Figure 1. Signal metal coverage by tile.
The die is cut into 11 by 11 equal tiles; dark blue is low, red is high, scaled to the fullest tile. Values are wire area over tile area, all layers added.
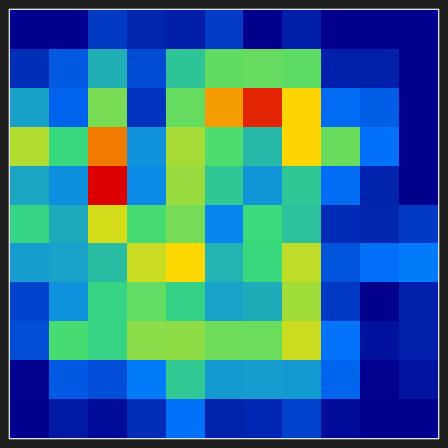
Figure 2. Placed standard cells.
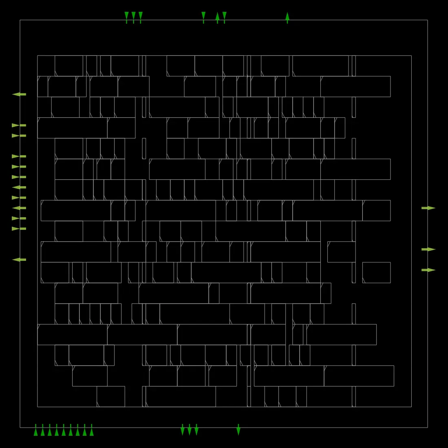
Figure 3. Sizing map.
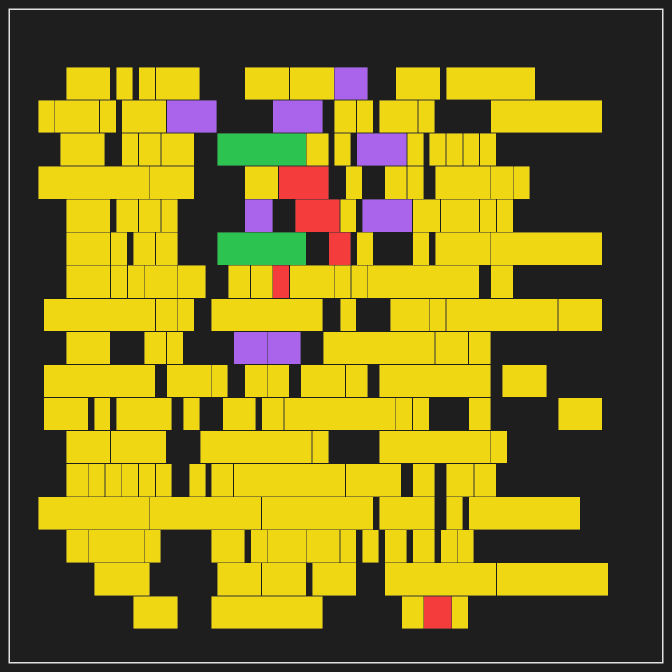
Figure 4. Register map, names as in the netlist.
The bar under the picture is 20 µm long.
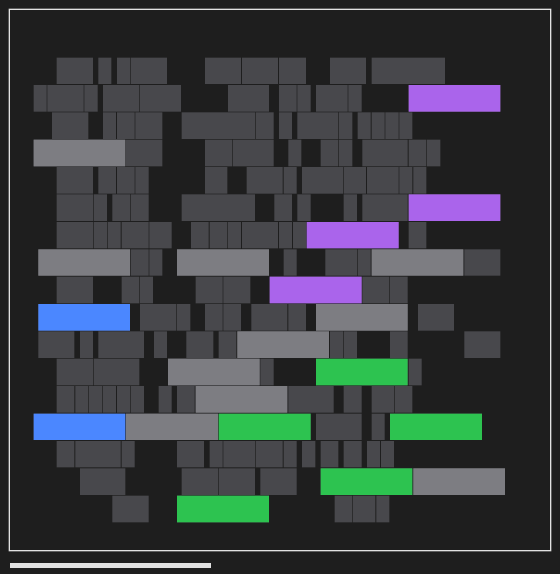
Figure 5. Clock distribution.
The bar under the picture is 20 µm long.
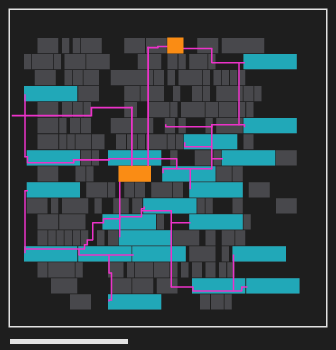
### src/rtl/cs_decode_gen2.sv
// cs_decode_gen2: registered chip-select decoder for the 68HC000 bus.
// The selects are latched when a bus cycle starts, held while BACT stays high,
// and cleared on the first edge that samples BACT low.
// The block also runs the boot-ROM overlay FSM, a retriggerable I/O QoS window
// and a credit pool for posted video-RAM writes.
// Optional feature: define CS_SNDQOS_EN to decode sound-buffer writes (SndQoSCS).
// A sound-buffer write also retriggers the QoS window.
module cs_decode_gen2 #(
    parameter int         AW        = 24,
    parameter logic [7:0] VRAM_PAGE = 8'h3F,
    parameter int         QOS_HOLD  = 16,
    parameter int         PW_DEPTH  = 2
) (
    input  logic          CLK,
    input  logic          nRES,
    input  logic [AW-1:8] A,
    input  logic          nWE,
    input  logic          BACT,
    input  logic          IOQoSEN,
    input  logic          PWDone,
    output logic          IOCS,
    output logic          IORealCS,
    output logic          IOPWCS,
    output logic          IACS,
    output logic          ROMCS,
    output logic          ROMCS4X,
    output logic          RAMCS,
    output logic          RAMCS0X,
    output logic          IOQoSCS,
    output logic          SndQoSCS,
    output logic          QoSActive,
    output logic          PWFull,
    output logic          OverlayOut
);

    localparam int QW = (QOS_HOLD > 0) ? $clog2(QOS_HOLD + 1) : 1;

    typedef enum logic [1:0] {OVL_ON, OVL_ARM, OVL_OFF} ovl_t;

    typedef struct packed {
        logic io;
        logic io_real;
        logic io_pw;
        logic ia;
        logic rom;
        logic rom4x;
        logic ram;
        logic ram0x;
        logic io_qos;
        logic snd_qos;
    } sel_t;

    ovl_t        ovl_st, ovl_nxt;
    sel_t        dec, sel;
    logic        bact_q;
    logic [3:0]  pwcnt;
    logic [QW-1:0] qcnt;
    logic [3:0]  region;
    logic        vw, start, overlay, snd_hit, pw_inc;

    assign region  = A[AW-1:AW-4];
    assign vw      = (A[AW-1:AW-8] == VRAM_PAGE) && !nWE;
    assign start   = BACT && !bact_q;
    assign overlay = (ovl_st != OVL_OFF);
    assign pw_inc  = start && dec.io_pw;

`ifdef CS_SNDQOS_EN
    assign snd_hit = vw && (((A[15:12] == 4'hF) && (A[11:8] inside {4'hD, 4'hE, 4'hF})) ||
                            ((A[15:12] == 4'hA) && (A[11:8] inside {4'h1, 4'h2, 4'h3})));
`else
    assign snd_hit = 1'b0;
    logic unused_a;
    assign unused_a = ^A[AW-9:8];
`endif

    // Combinational select decode, sampled into sel only on a cycle start
    always_comb begin
        dec         = '0;
        dec.ia      = (region == 4'hF);
        dec.io_qos  = region inside {4'hF, 4'hE, 4'hD, 4'hB, 4'h9, 4'h5};
        dec.io_real = (region >= 4'h5);
        dec.rom4x   = (region == 4'h4);
        dec.ram0x   = (region[3:2] == 2'b00);
        dec.rom     = overlay || dec.rom4x;
        dec.ram     = dec.ram0x && !overlay;
        dec.io_pw   = vw && !IOQoSEN && (pwcnt < 4'(PW_DEPTH));
        dec.snd_qos = snd_hit;
        // a VRAM write without a free credit takes the synchronous IOB path
        dec.io      = dec.io_real || IOQoSEN || (vw && !dec.io_pw);
    end

    // Previous BACT sample for cycle-start detection
    always_ff @(posedge CLK or negedge nRES) begin
        if (!nRES) bact_q <= 1'b0;
        else       bact_q <= BACT;
    end

    // Select latch: capture on start, hold through the cycle, clear when BACT drops
    always_ff @(posedge CLK or negedge nRES) begin
        if (!nRES)      sel <= '0;
        else if (!BACT) sel <= '0;
        else if (start) sel <= dec;
    end

    // Overlay FSM state register
    always_ff @(posedge CLK or negedge nRES) begin
        if (!nRES) ovl_st <= OVL_ON;
        else       ovl_st <= ovl_nxt;
    end

    // Overlay next state: first 4X ROM cycle arms, end of that cycle disarms for good
    always_comb begin
        ovl_nxt = ovl_st;
        case (ovl_st)
            OVL_ON:  if (start && dec.rom4x) ovl_nxt = OVL_ARM;
            OVL_ARM: if (!BACT)              ovl_nxt = OVL_OFF;
            OVL_OFF: ovl_nxt = OVL_OFF;
            default: ovl_nxt = OVL_ON;
        endcase
    end

    // Posted-write credit counter; a grant and a retire on one edge cancel out
    always_ff @(posedge CLK or negedge nRES) begin
        if (!nRES)                         pwcnt <= 4'd0;
        else if (pw_inc && PWDone)         pwcnt <= pwcnt;
        else if (pw_inc)                   pwcnt <= pwcnt + 4'd1;
        else if (PWDone && pwcnt != 4'd0)  pwcnt <= pwcnt - 4'd1;
    end

    // QoS window timer: retriggered by every QoS-class access, else counts down to 0
    always_ff @(posedge CLK or negedge nRES) begin
        if (!nRES)                                  qcnt <= '0;
        else if (start && (dec.io_qos || snd_hit))  qcnt <= QW'(QOS_HOLD);
        else if (qcnt != '0)                        qcnt <= qcnt - QW'(1);
    end

    assign IOCS       = sel.io;
    assign IORealCS   = sel.io_real;
    assign IOPWCS     = sel.io_pw;
    assign IACS       = sel.ia;
    assign ROMCS      = sel.rom;
    assign ROMCS4X    = sel.rom4x;
    assign RAMCS      = sel.ram;
    assign RAMCS0X    = sel.ram0x;
    assign IOQoSCS    = sel.io_qos;
    assign SndQoSCS   = sel.snd_qos;
    assign QoSActive  = (qcnt != '0);
    assign PWFull     = (pwcnt == 4'(PW_DEPTH));
    assign OverlayOut = overlay;

endmodule

### config.mk
export PLATFORM = sky130hd
export DESIGN_NAME = cs_decode_gen2
export DESIGN_NICKNAME = d
export VERILOG_FILES = /design/src/rtl/cs_decode_gen2.sv
export SDC_FILE = /design/constraint.sdc
export NUM_CORES = 1
export LEC_CHECK = 0
export ABC_AREA = 1
export CORE_MARGIN = 2
export CORE_UTILIZATION = 50
export CTS_BUF_LIST = sky130_fd_sc_hd__clkbuf_4 sky130_fd_sc_hd__clkbuf_8 sky130_fd_sc_hd__clkbuf_16
export CTS_CLUSTER_DIAMETER = 150
export DETAILED_ROUTE_END_ITERATION = 16
export GPL_TIMING_DRIVEN = 0
export PLACE_DENSITY = 0.83
export REMOVE_ABC_BUFFERS = 1
export SLEW_MARGIN = 10
export SYNTH_ARGS = -nofsm -noshare
export SYNTH_HDL_FRONTEND = slang
export SYNTH_SLANG_ARGS = --single-unit
### constraint.sdc
create_clock -name CLK -period 3.8 [get_ports CLK]
set_input_delay 0.76 -clock CLK [delete_from_list [all_inputs] [get_ports CLK]]
set_output_delay 0.76 -clock CLK [all_outputs]
set_load 0.01 [all_outputs]
==> run summary <==
impl run done, here's what came out: status=finished, final reports clean, Top area cell types=dfrtp_1 43%, ha_1 8.1%, nand3_1 7.7%, fa+ha+maj area frac=under 10%, ant diodes=0, post-route setup TNS=0 ns, Period Utilization, post-route=between 70% and 80%, vias in the first global route=approximately 1100, 1st-iter DRT viols=11, gate count of the mapped netlist=~140, Gates resized, CTS repair=0, flop2flop setup slack=1.60 ns, startpoint types=input port, Hold Crit Class=reg -> reg, area taken by multi-input logic gates=between 600 and 700 µm², Post-synth regs=21, final setup fails=0, die width=around 54 µm, Seq share, synth=approximately 43%, Post-Layout Cell Count=about 190, Die Y=roughly 54 µm, Yosys Chip Area=between 1000 and 1500 µm², first-pass GRT wire length=around 4400 µm, EDFF count, synth=0, clk sink count=21, xor/xnor share=under 10%, largest net degree at the start of global routing=22, Max Cap Violations=0, warnings from Yosys=0, drt first pass iters=4, port bufs=25, slew at the pin with the worst max-slew slack=approximately 0.93 ns, DRC violations left=0, Via density=5.18, ratio of cells with drive above 1 in the final layout=9.15%, largest combinational cell category by area=simple AND/OR/NAND/NOR gates, most used cell, CP=nand2_1, Required @ worst endpoint=~4 ns, CTS tree=built, CTS Buffer Depth=2, Log Warnings=37, CP endpoint kind=flop, post-route ant nets=0, RSZ-0062 raised after global routing=no, grt ovf=0, H-tree levels=1, GP Congestion=0.819, final hold violations=0, DP HPWL=approximately 2000 µm, static leakage=between 0.7 and 0.8 nW, Mux area share=0%, fin util=approximately 67%, cells in synth_stat.txt=~140, antenna violations before repair=0, Top Ports=35, Setup Fix Bufs, Post-CTS=0, root buf cell=clkbuf_4, number of buffers created by CTS=3, Starting Density=between 50% and 60%, num rows=17, Tmin final=2.85 ns, clk latency late pin=a little over 0.3 ns, placed cells=around 190, slowest stage delay, CP=roughly 0.73 ns, Top FF cell, synth=dfrtp_1, synthesized area=1230 µm², Power Density=~570 nW/µm²
Notes on Figure 1 above:
nearly empty tiles: 13%
fullest tile: 0.44
emptiest ninth of the die: bottom right
routed vias: 995
Tot GR Track Use: 21.0%
final wirelength: 2520 µm
DR WL/cell: 13.1 µm

Notes on Figure 2 above:
FILL cells: 182
sequential cell count: 21

Notes on Figure 3 above:
| size | color | cells |
|---|---|---|
| _6 and larger | green | 2 |
| _0 and _1 cells | yellow | 149 |
| _3 and _4 cells | purple | 8 |
| _2 cells | red | 5 |
post-route cell area: 1520 µm²
Buffers excl. clock: 25
area grow syn2layout: 23.6%

Notes on Figure 4 above:
| netlist name | color | placed flops |
|---|---|---|
| `qcnt` | green | 5 |
| `ovl_st` | blue | 2 |
| `pwcnt` | purple | 4 |
not colored: 10
register area: 526 µm²
sequential share of cell area: 34.5%

Notes on Figure 5 above:
[flip-flops] cyan | count: 21
[clock drivers] orange | count: 3
[clock wires] magenta | length: 279 µm
routed clock nets: 4
clock skew: 0.00169 ns
clock-net power: 0.113 mW
Clock power frac: 13.1%

[power by group]
group	total, mW	switching [mW]	internal, mW
Sequential	0.344	0.0520	0.292
Clock	0.113	0.0739	0.0393
Combinational	0.407	0.226	0.182
Total	0.864	0.352	0.512
[through the flow]
step / hold WS [ns] / power (mW) / cell area (µm²)
finish: 0.532 / 0.864 / 1520
detailed placement: 0.504 / 0.756 / 1500
global route: 0.576 / 0.945 / 1520
CTS: 0.537 / 0.871 / 1520
floorplan: 0.464 / 0.622 / 1210
global placement: 0.496 / 0.718 / 1500
[worst max-delay path, delay by kind of cell]
family	cells	cell delay (ns)
AOI/OAI and AO/OA	1	0.16
buffers and inverters	4	0.98
adders and majority gates	1	0.33
and+or+nand+nor	9	0.84
[worst paths after layout]
path | endpoint | depth (start not counted) | startpoint
min | IOPWCS | 2 | IOPWCS
max reg2reg | pwcnt[3] | 13 | bact_q
min reg2reg | IOPWCS | 2 | IOPWCS
min in group asynchronous | qcnt[0] | 1 | nRES
max in group asynchronous | pwcnt[2] | 1 | nRES
max | pwcnt[3] | 15 | BACT
[sequential cells by signal, indices dropped and copies added (netlist names)]
signal    count
IACS          1
ROMCS         1
IORealCS      1
RAMCS         1
IOCS          1
qcnt          5
RAMCS0X       1
IOQoSCS       1
IOPWCS        1
pwcnt         4
bact_q        1
ovl_st        2
ROMCS4X       1
[layout by cell type, fill, tap and decap left out, types with 2 or more instances in the layout]
cell             instances
dfrtp_1                 21
inv_1                   17
clkdlybuf4s50_1         25
ha_1                     8
nand2_4                  3
o21ai_1                  2
o211ai_1                 3
o21ai_0                  2
nor2_8                   2
nand3_1                 19
xor2_1                   2
a21oi_1                  5
clkbuf_4                 3
nor2_1                  13
nand3b_1                 2
xnor2_1                  2
nand2_1                 21
[per-layer routing]
layer  track usage [%]  wire, µm
met1              23.3      1030
met2              38.9      1350
met3              3.89       116
met4              8.97        31
met5                 0         0
[layout make-up]
type	count	area share, %
tap	28	2.30
clock buffer	3	1.48
timing repair buffer	25	16.4
inverter	19	4.85
multi-input combinational	95	40.1
sequential	21	34.5
clock inverter	1	0.329
[logic make-up (layout without fill, tap and decap cells)]
logic type                 after synthesis  after routing
DFF                                     21             21
buffers and inverters                   22             48
other                                    1              1
xor gates and xnor gates                 4              4
and+or+nand+nor                         67             67
AOI/OAI and AO/OA                       14             14
adders and majority gates                9              9
Power figures rest on the tool's default switching activity, not on a simulated workload.
